**src/rtl/uart_rx_fifo.sv**
```systemverilog
// Receive-side byte FIFO for a UART: show-ahead read port, sticky overrun flag,
// idle-data timeout and a combined level/overrun/timeout interrupt request.
module uart_rx_fifo #(
  parameter int          DEPTH_N        = 4,
  parameter logic [15:0] TIMEOUT_CYCLES = 16'd4000
) (
  input  logic               iCLOCK,
  input  logic               iRESET_SYNC,
  input  logic               iRX_VALID,
  input  logic [7:0]         iRX_DATA,
  input  logic               iRD_REQ,
  output logic               oRD_VALID,
  output logic [7:0]         oRD_DATA,
  output logic [DEPTH_N:0]   oCOUNT,
  output logic               oEMPTY,
  output logic               oFULL,
  output logic               oOVERRUN,
  input  logic               iOVERRUN_CLR,
  input  logic [DEPTH_N:0]   iTHRESHOLD,
  output logic               oTIMEOUT,
  output logic               oIRQ
);

  localparam int DEPTH = 1 << DEPTH_N;
  localparam logic [DEPTH_N:0] CNT_ONE      = {{DEPTH_N{1'b0}}, 1'b1};
  localparam logic [DEPTH_N:0] CNT_DEPTH_M1 = {1'b0, {DEPTH_N{1'b1}}};

  typedef enum logic [1:0] {
    ST_EMPTY   = 2'd0,
    ST_PARTIAL = 2'd1,
    ST_FULL    = 2'd2
  } state_t;

  state_t             state_reg, state_next;
  logic [DEPTH_N-1:0] wr_ptr_reg, rd_ptr_reg;
  logic [DEPTH_N:0]   count_reg;
  logic               overrun_reg;
  logic [15:0]        tmo_reg;
  logic [7:0]         mem [DEPTH];

  logic push_acc, pop_acc, overrun_evt;

  // A push into a full FIFO is still accepted when a pop frees the head slot on the same edge.
  assign pop_acc     = iRD_REQ && (state_reg != ST_EMPTY);
  assign push_acc    = iRX_VALID && ((state_reg != ST_FULL) || iRD_REQ);
  assign overrun_evt = iRX_VALID && (state_reg == ST_FULL) && !iRD_REQ;

  always_comb begin
    state_next = state_reg;
    case (state_reg)
      ST_EMPTY:   if (push_acc) state_next = ST_PARTIAL;
      ST_PARTIAL: begin
        if (push_acc && !pop_acc && (count_reg == CNT_DEPTH_M1))
          state_next = ST_FULL;
        else if (pop_acc && !push_acc && (count_reg == CNT_ONE))
          state_next = ST_EMPTY;
      end
      ST_FULL:    if (pop_acc && !push_acc) state_next = ST_PARTIAL;
      default:    state_next = ST_EMPTY;
    endcase
  end

  always_ff @(posedge iCLOCK) begin
    if (iRESET_SYNC) begin
      state_reg   <= ST_EMPTY;
      wr_ptr_reg  <= '0;
      rd_ptr_reg  <= '0;
      count_reg   <= '0;
      overrun_reg <= 1'b0;
      tmo_reg     <= '0;
    end else begin
      state_reg <= state_next;
      if (push_acc) wr_ptr_reg <= wr_ptr_reg + 1'b1;
      if (pop_acc)  rd_ptr_reg <= rd_ptr_reg + 1'b1;
      if (push_acc && !pop_acc)      count_reg <= count_reg + CNT_ONE;
      else if (pop_acc && !push_acc) count_reg <= count_reg - CNT_ONE;
      // A fresh overrun beats a clear issued in the same cycle.
      if (overrun_evt)       overrun_reg <= 1'b1;
      else if (iOVERRUN_CLR) overrun_reg <= 1'b0;
      if (push_acc || pop_acc || (state_reg == ST_EMPTY)) tmo_reg <= '0;
      else if (tmo_reg < TIMEOUT_CYCLES)                  tmo_reg <= tmo_reg + 16'd1;
    end
  end

  // Storage is not reset; the read port is masked whenever the FIFO is empty.
  always_ff @(posedge iCLOCK) begin
    if (push_acc && !iRESET_SYNC) mem[wr_ptr_reg] <= iRX_DATA;
  end

  assign oRD_VALID = (state_reg != ST_EMPTY);
  assign oRD_DATA  = oRD_VALID ? mem[rd_ptr_reg] : 8'h00;
  assign oCOUNT    = count_reg;
  assign oEMPTY    = (state_reg == ST_EMPTY);
  assign oFULL     = (state_reg == ST_FULL);
  assign oOVERRUN  = overrun_reg;
  assign oTIMEOUT  = (tmo_reg == TIMEOUT_CYCLES);
  assign oIRQ      = ((iTHRESHOLD != '0) && (count_reg >= iTHRESHOLD)) || overrun_reg || oTIMEOUT;

endmodule

```
**config.mk**
```make
export PLATFORM = sky130hd
export DESIGN_NAME = uart_rx_fifo
export DESIGN_NICKNAME = d
export VERILOG_FILES = /design/src/rtl/uart_rx_fifo.sv
export SDC_FILE = /design/constraint.sdc
export NUM_CORES = 1
export LEC_CHECK = 0
export ABC_AREA = 1
export CORE_MARGIN = 2
export CORE_UTILIZATION = 60
export DETAILED_ROUTE_END_ITERATION = 16
export PLACE_DENSITY = 0.84
export SYNTH_ARGS = -nofsm -noshare
export SYNTH_HDL_FRONTEND = slang
export SYNTH_SLANG_ARGS = --single-unit
```
**constraint.sdc**
```tcl
create_clock -name iCLOCK -period 2.3 [get_ports iCLOCK]
set_clock_uncertainty 0.1 [all_clocks]
set_input_delay 0.46 -clock iCLOCK [delete_from_list [all_inputs] [get_ports iCLOCK]]
set_output_delay 0.46 -clock iCLOCK [all_outputs]
set_load 0.02 [all_outputs]
```
Run 1, metal 1:
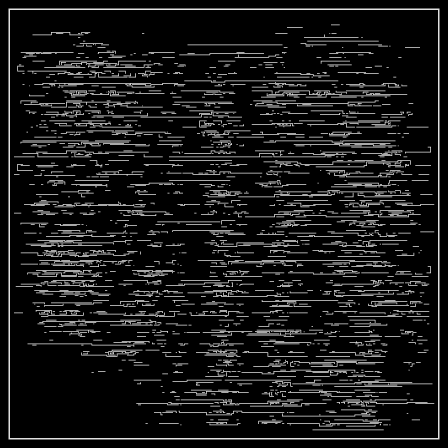
wire length on this layer: 6620 um
main direction: horizontal
nets with wire on the layer: 862

Run 1, metal 2:
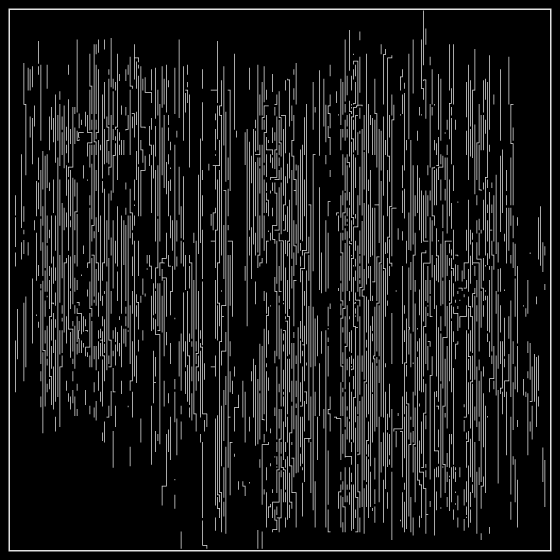
main direction: vertical
longest straight run: 51.7 um
met2 layer usage reported by global route: 48.25%
vias after detailed routing: 5967
total wirelength of the detailed-routed design: 18.91 mm

Run 1, M3 wires:
The bar under the picture is 20 um long. Cells faint in the background.
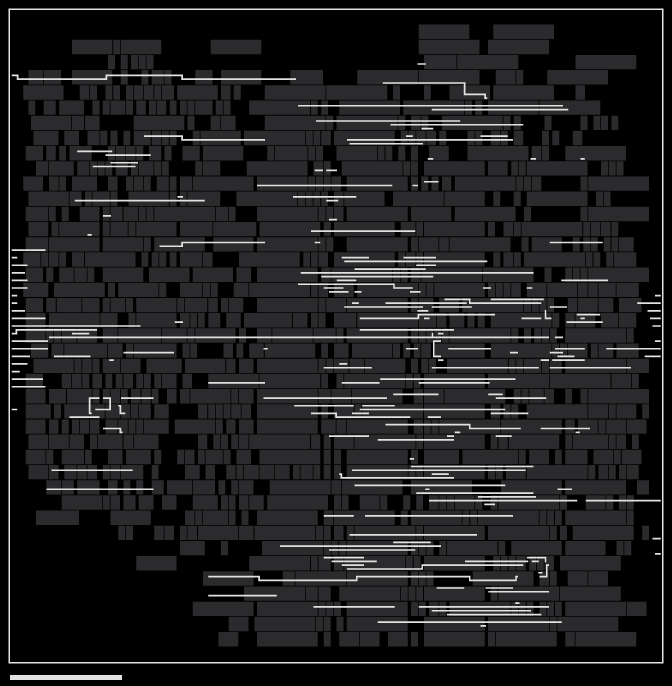
wire length on this layer: 1820 um
longest straight run: 89.2 um
share of all routed wire: 9.6%
nets with wire on the layer: 119

==> results.txt, run 1 <==
Physical implementation status

The largest vdd supply drop stands at 0.6054 mV. Once layout is complete, the cells apart from fillers number 1075. The total standard cell area after synthesis stands at 7631 um^2. The well-tap cell count stands at 172. The routed wire length per instance stands at 17.59 um. The sequential cell area share stands at 47.61%. The global route total overflow stands at 0. Endpoints with negative setup slack in the final report add up to 8. The boundary pin count stands at 37.

STA lists the startpoint of the worst hold path as tmo_reg[15]. The synthesis report names the predominant flop master as edfxtp_1. The critical path is of the flop to output port type. The worst pin sits at a relative slew slack of 53.69%. Nets still carrying antenna violations after routing amount to 0. Yosys instantiated no cell more often than nand2_1. The area fraction in and, or, nand and nor cells stands at 23.94%. The final critical path time including I/O delays and setup stands at 2.478 ns. Registers take 4574 um^2.

The global routing report lists combined usage of all routing layers as 27.70%. The non-clock inverter total of the final layout stands at 120. The flow reports that combinational logic draws 12.3% of the design power. Setup repair after global routing could not meet its margin everywhere. The worst hold path stage count stands at 2. The wire length of the first global-routing pass stands at 27.90 mm.

The worst hold slack after final layout stands at 0.3330 ns. The part of the power in the clock network stands at 41.9%. Signal nets in the final route climb as high as met4. The synthesized area per cell stands at 9.456 um^2.

The global placer's final weighted congestion stands at 0.8780. The run finished, with violations left. The max-cap check violation count stands at 0. CTS built an H-tree with a depth of 4. In this run the most used layer during global routing was met2.

The worst setup margin stands at -0.1784 ns. After routing the design area is 9608 um^2. The sequential share of the synthesized area stands at 59.81%. The post-placement cell area is 8502 um^2. The post-synthesis share of cell area spent on full adders, half adders and majority gates stands at 3.115%. The setup slack at placement stands at -0.6018 ns. The final reports fail on setup timing. The synthesized design contains 128 enable-type register cells.

The HPWL after detailed placement is 10.62 mm. The register bit total from synthesis stands at 164. In the Yosys report the total cell count is 807. Per the final report, max-transition violations number 0.

The sum of met2 wire segment lengths after detailed routing stands at 9.807 mm. The internal power stands at 5.491 mW. The proportion of synthesized flip-flops having asynchronous set or reset stands at 0%. The worst path uses 107.8% of the clock period.

Ranked by total area, the top cell class in this layout is sequential cells. Using the TritonRoute via totals, the vias-per-cell ratio works out to 5.551. The total placed cells including tap cells stands at 1037. Per the skew report, the later register of the worst-skew pair sees a clock latency of 0.43 ns. Post-CTS repair ended up resizing 97 cells. Input and output buffers added on the ports amount to 36.
## run 1: worst max-delay path, cell delays in order, from the launching register on
cell     delay, ns
dfxtp_4       0.44
inv_8         0.08
buf_12        0.15
nand2_1       0.05
nand3_1       0.10
nand3_1       0.16
nand3_2       0.12
a21oi_2       0.21
buf_4         0.17
## run 1: power groups by stage
| stage | registers [mW] | clock network [mW] | logic, mW |
|---|---|---|---|
| after global routing | 3.27 | 3.13 | 0.945 |
| after floorplan | 3.33 | 0 | 0.394 |
| after detailed placement | 3.32 | 0 | 0.714 |
| after global placement | 3.32 | 0 | 0.694 |
| final | 3.27 | 3.00 | 0.880 |
| after CTS | 3.26 | 3.01 | 0.780 |
==> run 2: changes to the inputs <==
CORE_MARGIN = unset   (was 2)
Run 2, metal 2:
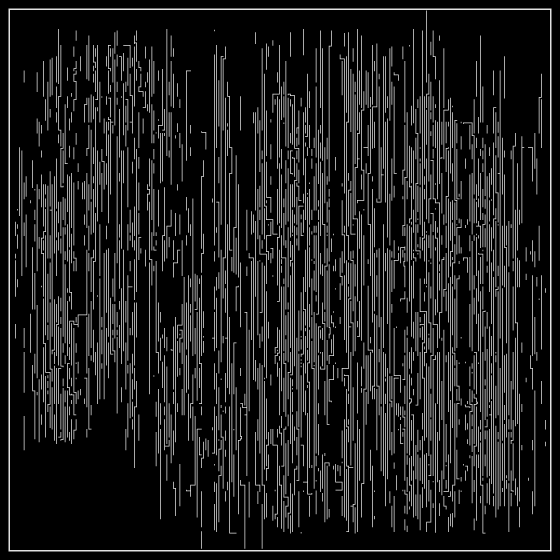
nets with wire on the layer: 800
main direction: vertical

==> run 2 against run 1 <==
- the flow still finishes with violations (setup timing)
- non-clock buffer count rose by 6
- worst setup slack got worse by 0.056 ns
- synthesized cell count stayed put
- clock power down 4%
- via count increased by 4.1%
- core utilization grew 3.2 points
- total power decreased by 0.87%
- area after synthesis did not move
- critical path depth grew 1
- critical path type unchanged
- critical endpoint is now oRD_DATA[7]
- largest power group unchanged
==> results.txt, run 2 <==
Physical implementation status

The run finished, with violations left. The final reports fail on setup timing. The number of unique standard cell types used by synthesis stands at 37. The boundary pin count stands at 37 (unchanged). The total routing resource utilization after global routing stands at 32.25% (+4.6 points). The cell sequence reported for the critical path is buf_6, buf_16, nand2_4, nand2_2, nand2_2, nand3_2, nand3_2, a21oi_2, buf_4. The worst hold slack after final layout came to 0.3275 ns (-0.005523 ns). The cell count in the Yosys report stands at 807 (unchanged). The final critical path time including I/O delays and setup is 2.535 ns (+0.05630 ns). The worst hold path begins at tmo_reg[14]. STA classifies the critical path startpoint as a flop. The critical path is of the flop to output port type. The DRC marker count from the first detailed-route iteration stands at 795. The instance area after placement is 8517 um^2 (+0.18%). Looking at the hold checks, the worst path lands on tmo_reg[14].

The remaining antenna violation count stands at 0 (unchanged). The internal power stands at 5.359 mW (-2.4%). The via density per instance stands at 5.760 (+3.8%). The count of input and output buffers came to 36 (unchanged). The worst hold path stage count stands at 2 (unchanged).

The sequential logic power stands at 3.27 mW (about the same). The clock-net power stands at 2.89 mW (-4%). In this run the layout overhead on the synthesized area is reported as 27.92%. The global route total overflow was 0 (unchanged).

On the critical path the largest part of the delay comes from buffers and inverters. Looking at the cell usage after synthesis, the top flip-flop cell is edfxtp_1. The top cell types in the final layout, fill and taps aside, are nand2_1 (217), edfxtp_1 (128), inv_1 (109). The post-synthesis share of cell area spent on full adders, half adders and majority gates came to 3.115% (unchanged).

Counting instances in the post-synthesis netlist gives the leading cell types as nand2_1 (246), edfxtp_1 (128), inv_1 (113). The number of endpoints failing setup at the final stage was 9 (+1). The post-detailed-placement half-perimeter wirelength came to 11.47 mm (+7.9%).

The share of total power in combinational logic stands at 13.1% (+0.8 points). The wire length of the first global-routing pass is 31.03 mm (+11%). The total standard cell area after synthesis stands at 7631 um^2 (unchanged). The period utilization was 110.2% (+2.4 points). The number of standard cells in the final layout excluding fillers stands at 1078 (+0.28%).

The power dissipated in combinational cells is 0.925 mW (+5.1%). Looking at the critical path, the single cell with the biggest stage delay is dfxtp_4. The synthesized area per cell is 9.456 um^2 (unchanged). The number of global-route vias before repair stands at 6190. The worst setup margin was -0.2347 ns (-0.05630 ns). The flip-flop count of the largest register after layout stands at 128.

The max-cap check violation count stands at 0 (unchanged). The sequential share of the synthesized area came to 59.81% (unchanged). The most critical min-delay path falls under flop to flop. The mux cell area share after synthesis stands at 0%. The leakage power in the latest report is 4.072 nW.

The area of all placed cells without fillers stands at 9762 um^2 (+1.6%). The path length in cells of the critical path stands at 9 (+1). The total of cells resized after clock tree synthesis stands at 121 (+25%).

The root buffer cell chosen for the clock tree is clkbuf_16. The routed wire length per instance stands at 19.20 um (+9.2%). The part of the power in the clock network stands at 40.7% (-1.2 points). The register bit total from synthesis stands at 164 (unchanged). Yosys instantiated no cell more often than nand2_1. The setup slack at placement is -0.6460 ns (-0.04418 ns). The number of buffer and inverter instances along the worst setup path stands at 3 (unchanged). The clock latency reported for the late side of the worst-skew pair stands at 0.43 ns (about the same). Buffers added to address setup during post-CTS repair amount to 4. The first detailed-routing pass ran for 6 iterations. The relative slew slack stands at 52.36% (-1.3 points). The largest vdd supply drop was 0.4159 mV (-31%). The global placer's final weighted congestion is 0.8637 (-1.6%). The number of synthesized flops with an enable pin stands at 128 (unchanged). The final-report max-slew violation count was 0 (unchanged). The total placed cells including tap cells came to 1039 (+0.19%). Setup repair after global routing could not meet its margin everywhere. The number of levels the H-tree was split into is 4 (unchanged).

The area fraction in and, or, nand and nor cells is 23.94% (unchanged). The longest individual stage delay on the worst path is 0.44 ns (about the same). The proportion of synthesized flip-flops having asynchronous set or reset came to 0% (unchanged). The OpenROAD report gives the critical path a required time of 1.74 ns. The group that draws the most power in this run is sequential cells.
Run 2, M3 wires:
The bar under the picture is 20 um long. Cells faint in the background.
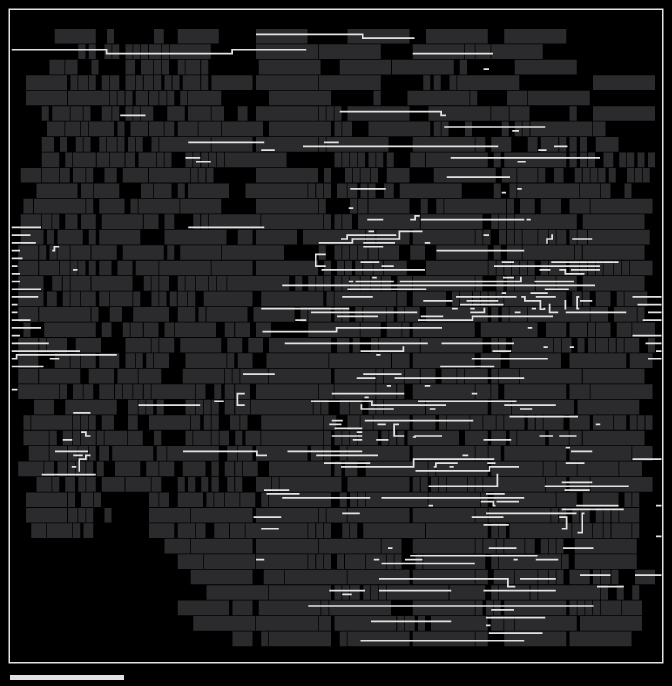
wire length on this layer: 1610 um
main direction: horizontal
total wirelength of the detailed-routed design: 20.70 mm
vias after detailed routing: 6209
global-route track usage on met3: 7.011%

run 2: cell counts after synthesis:
Identical to the previous run, type by type.
run 2: metal layers:
| layer | vias up | track usage, % | routed length [um] |
|---|---|---|---|
| met5 | - | 0 | 0 |
| met4 | 0 | 20.43 | 1104 |
| met3 | 101 | 7.011 | 1608 |
| met2 | 366 | 57.09 | 10630 |
| met1 | 2931 | 35.38 | 7360 |
| li1 | 2811 | - | - |
run 2: area by class of cell:
cell class	instances	area (um^2)
well taps	168	210.2
fillers	676	2450
multi-input cells	493	2863
flip-flops and latches	164	4569
clock inverters	9	90.09
clock buffers	23	531.8
inverters	120	460.4
repair buffers	101	1037
==> run 3: changes to the inputs <==
ABC_AREA = unset   (was 1)
CORE_UTILIZATION = 59   (was 60)
SLEW_MARGIN = 10   (was unset)
Run 3, metal 1:
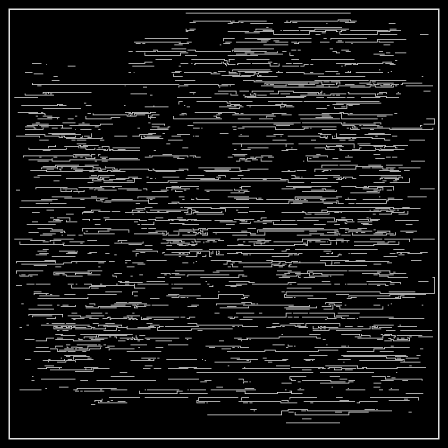
share of all routed wire: 39%
nets with wire on the layer: 577
longest straight run: 42.3 um
main direction: horizontal

==> run 3 against run 2 <==
- the flow still finishes with violations (setup timing)
- sequential share of layout area grew 6.1 points
- sequential power hardly changed
- synthesized cell count is 39% lower
- clock-buffer cell count fell by 2
- cell area is 11% lower
- combinational power down 22%
- highest routed layer unchanged
==> results.txt, run 3 <==
Physical implementation status

The run finished, with violations left. The final reports fail on setup timing. The proportion of synthesized flip-flops having asynchronous set or reset stands at 0% (unchanged). Sorting the synthesis cell report by count puts at the top edfxtp_1.

The instance area after placement is 7815 um^2 (-8.2%). The internal power was 5.169 mW (-3.5%). The highest layer touched by signal routing is met4. The routed wire length per instance was 21.06 um (+9.7%). The global placer's final weighted congestion stands at 0.8341 (-3.4%).

The number of synthesized flops with an enable pin stands at 128 (unchanged). The longest individual stage delay on the worst path was 0.51 ns (+0.07 ns). The boundary pin count is 37 (unchanged).

The sequential logic power stands at 3.27 mW (about the same). The library cells used most frequently in the layout, excluding fill and tap cells, are edfxtp_1 (128), buf_4 (61), mux2i_1 (56). The number of detailed-route iterations in the first pass stands at 5 (-1). The part of the power in the clock network stands at 40.1% (-0.6 points).

The worst hold slack after final layout was 0.3970 ns (+0.06951 ns). The post-detailed-placement half-perimeter wirelength came to 9.637 mm (-16%). The via density per instance was 6.021 (+4.5%).

The total routing resource utilization after global routing stands at 27.47% (-4.8 points). The number of endpoints failing setup at the final stage stands at 9 (unchanged). The DRC marker count from the first detailed-route iteration stands at 453 (-43%). The post-layout utilization of the core stands at 75.74%. The flip-flop count of the largest register after layout was 128 (unchanged). By startpoint and endpoint, the worst setup path is classified as flop to output port. The commonest cells after synthesis are edfxtp_1 (128), mux2i_1 (57), nor2_1 (41).

The top-area cell type share of the netlist area stands at 55.72%. The register bit total from synthesis came to 164 (unchanged). Looking at hold timing, the worst path starts from tmo_reg[11].

The number of unique standard cell types used by synthesis stands at 46 (+24%). The total of cells resized after clock tree synthesis came to 96 (-21%). The remaining antenna violation count is 0 (unchanged). Setup repair after global routing could not meet its margin everywhere. The static leakage power stands at 3.114 nW (-24%). The number of global-route vias before repair came to 4526 (-27%). The mux cell area share after synthesis came to 10.39% (+10 points). The worst hold path stage count is 2 (unchanged).

The sum of met2 wire segment lengths after detailed routing is 7.890 mm (-26%). The met1 usage in global routing stands at 33.31% (-2.1 points). The cell count in the Yosys report came to 490 (-39%). The power dissipated in combinational cells is 0.721 mW (-22%). The area of all placed cells without fillers is 8648 um^2 (-11%). The count of input and output buffers is 36 (unchanged). The synthesized area per cell stands at 14.08 um^2 (+49%). The global route total overflow came to 0 (unchanged). In the hold report, the worst path ends at tmo_reg[11]. The clock latency reported for the late side of the worst-skew pair stands at 0.41 ns (-0.02 ns).

The number of standard cells in the final layout excluding fillers came to 747 (-31%). The sequential share of the synthesized area is 66.17% (+6.4 points). The worst setup margin stands at -0.2979 ns (-0.06328 ns). CTS placed an instance of clkbuf_16 at the clock tree root. Checking hold timing, the worst path is listed with class flop to flop.

The largest vdd supply drop was 0.5939 mV (+43%). The timing report attributes the biggest portion of critical-path delay to multiplexers. The footprint of the flip-flops and latches came to 4572 um^2 (about the same). Per the synth stats, the flop cell with the highest instance count is edfxtp_1. STA classifies the critical path startpoint as a flop. The met1 layer wirelength in the final routing is 6.187 mm (-16%). The critical path maximum fanout is 5. The worst path required time stands at 1.74 ns (about the same). The max-cap check violation count came to 0 (unchanged).

The global routing met3 resource utilization is 6.584% (-0.43 points). The number of buffer and inverter instances along the worst setup path stands at 2 (-1). The post-synthesis share of cell area spent on full adders, half adders and majority gates is 3.446% (+0.33 points). The wire length of the first global-routing pass is 23.64 mm (-24%).

The layout filler cell count is 669 (-1.0%). The period utilization was 113.0% (+2.8 points). The relative slew slack stands at 49.69% (-2.7 points).

The met3 wire length stands at 1.172 mm (-27%). Per the GRT log, the top usage layer is met2. The share of total power in combinational logic came to 10.8% (-2.3 points). The final critical path time including I/O delays and setup was 2.598 ns (+0.06328 ns). The combinational cell area excluding buffers and inverters stands at 2333 um^2 (-18%). The setup slack at placement was -0.7339 ns (-0.08787 ns). The number of levels the H-tree was split into stands at 4 (unchanged).
Run 3, metal 2:
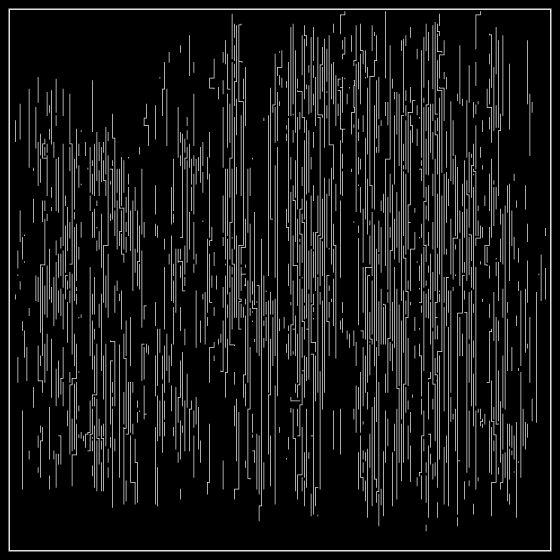
main direction: vertical
share of all routed wire: 50%
wire length on this layer: 7890 um
longest straight run: 54.4 um
nets with wire on the layer: 551
vias after detailed routing: 4498
met2 layer usage reported by global route: 45.31%
total wirelength of the detailed-routed design: 15.74 mm

run 3: cell count changes after synthesis, moves of 7 or more:
| cell | before | now |
|---|---|---|
| nand2_1 | 246 | 26 |
| inv_1 | 113 | 18 |
| nand3_1 | 93 | 11 |
| mux2i_1 | 0 | 57 |
| a22oi_1 | 0 | 25 |
| a21oi_1 | 27 | 7 |
| buf_2 | 15 | 3 |
| nor2_1 | 32 | 41 |
| nand2_2 | 8 | 0 |
| nand2b_1 | 0 | 8 |
| nor3_1 | 15 | 8 |
run 3: final cells by class:
class                      count  share of cell area, %
clock inverter                10                  1.273
sequential                   164                  52.86
multi-input combinational    288                  26.98
tap                          143                  2.069
inverter                      18                 0.7813
clock buffer                  21                  5.093
timing repair buffer         103                  10.94
Power is estimated from default activity; no workload was simulated.
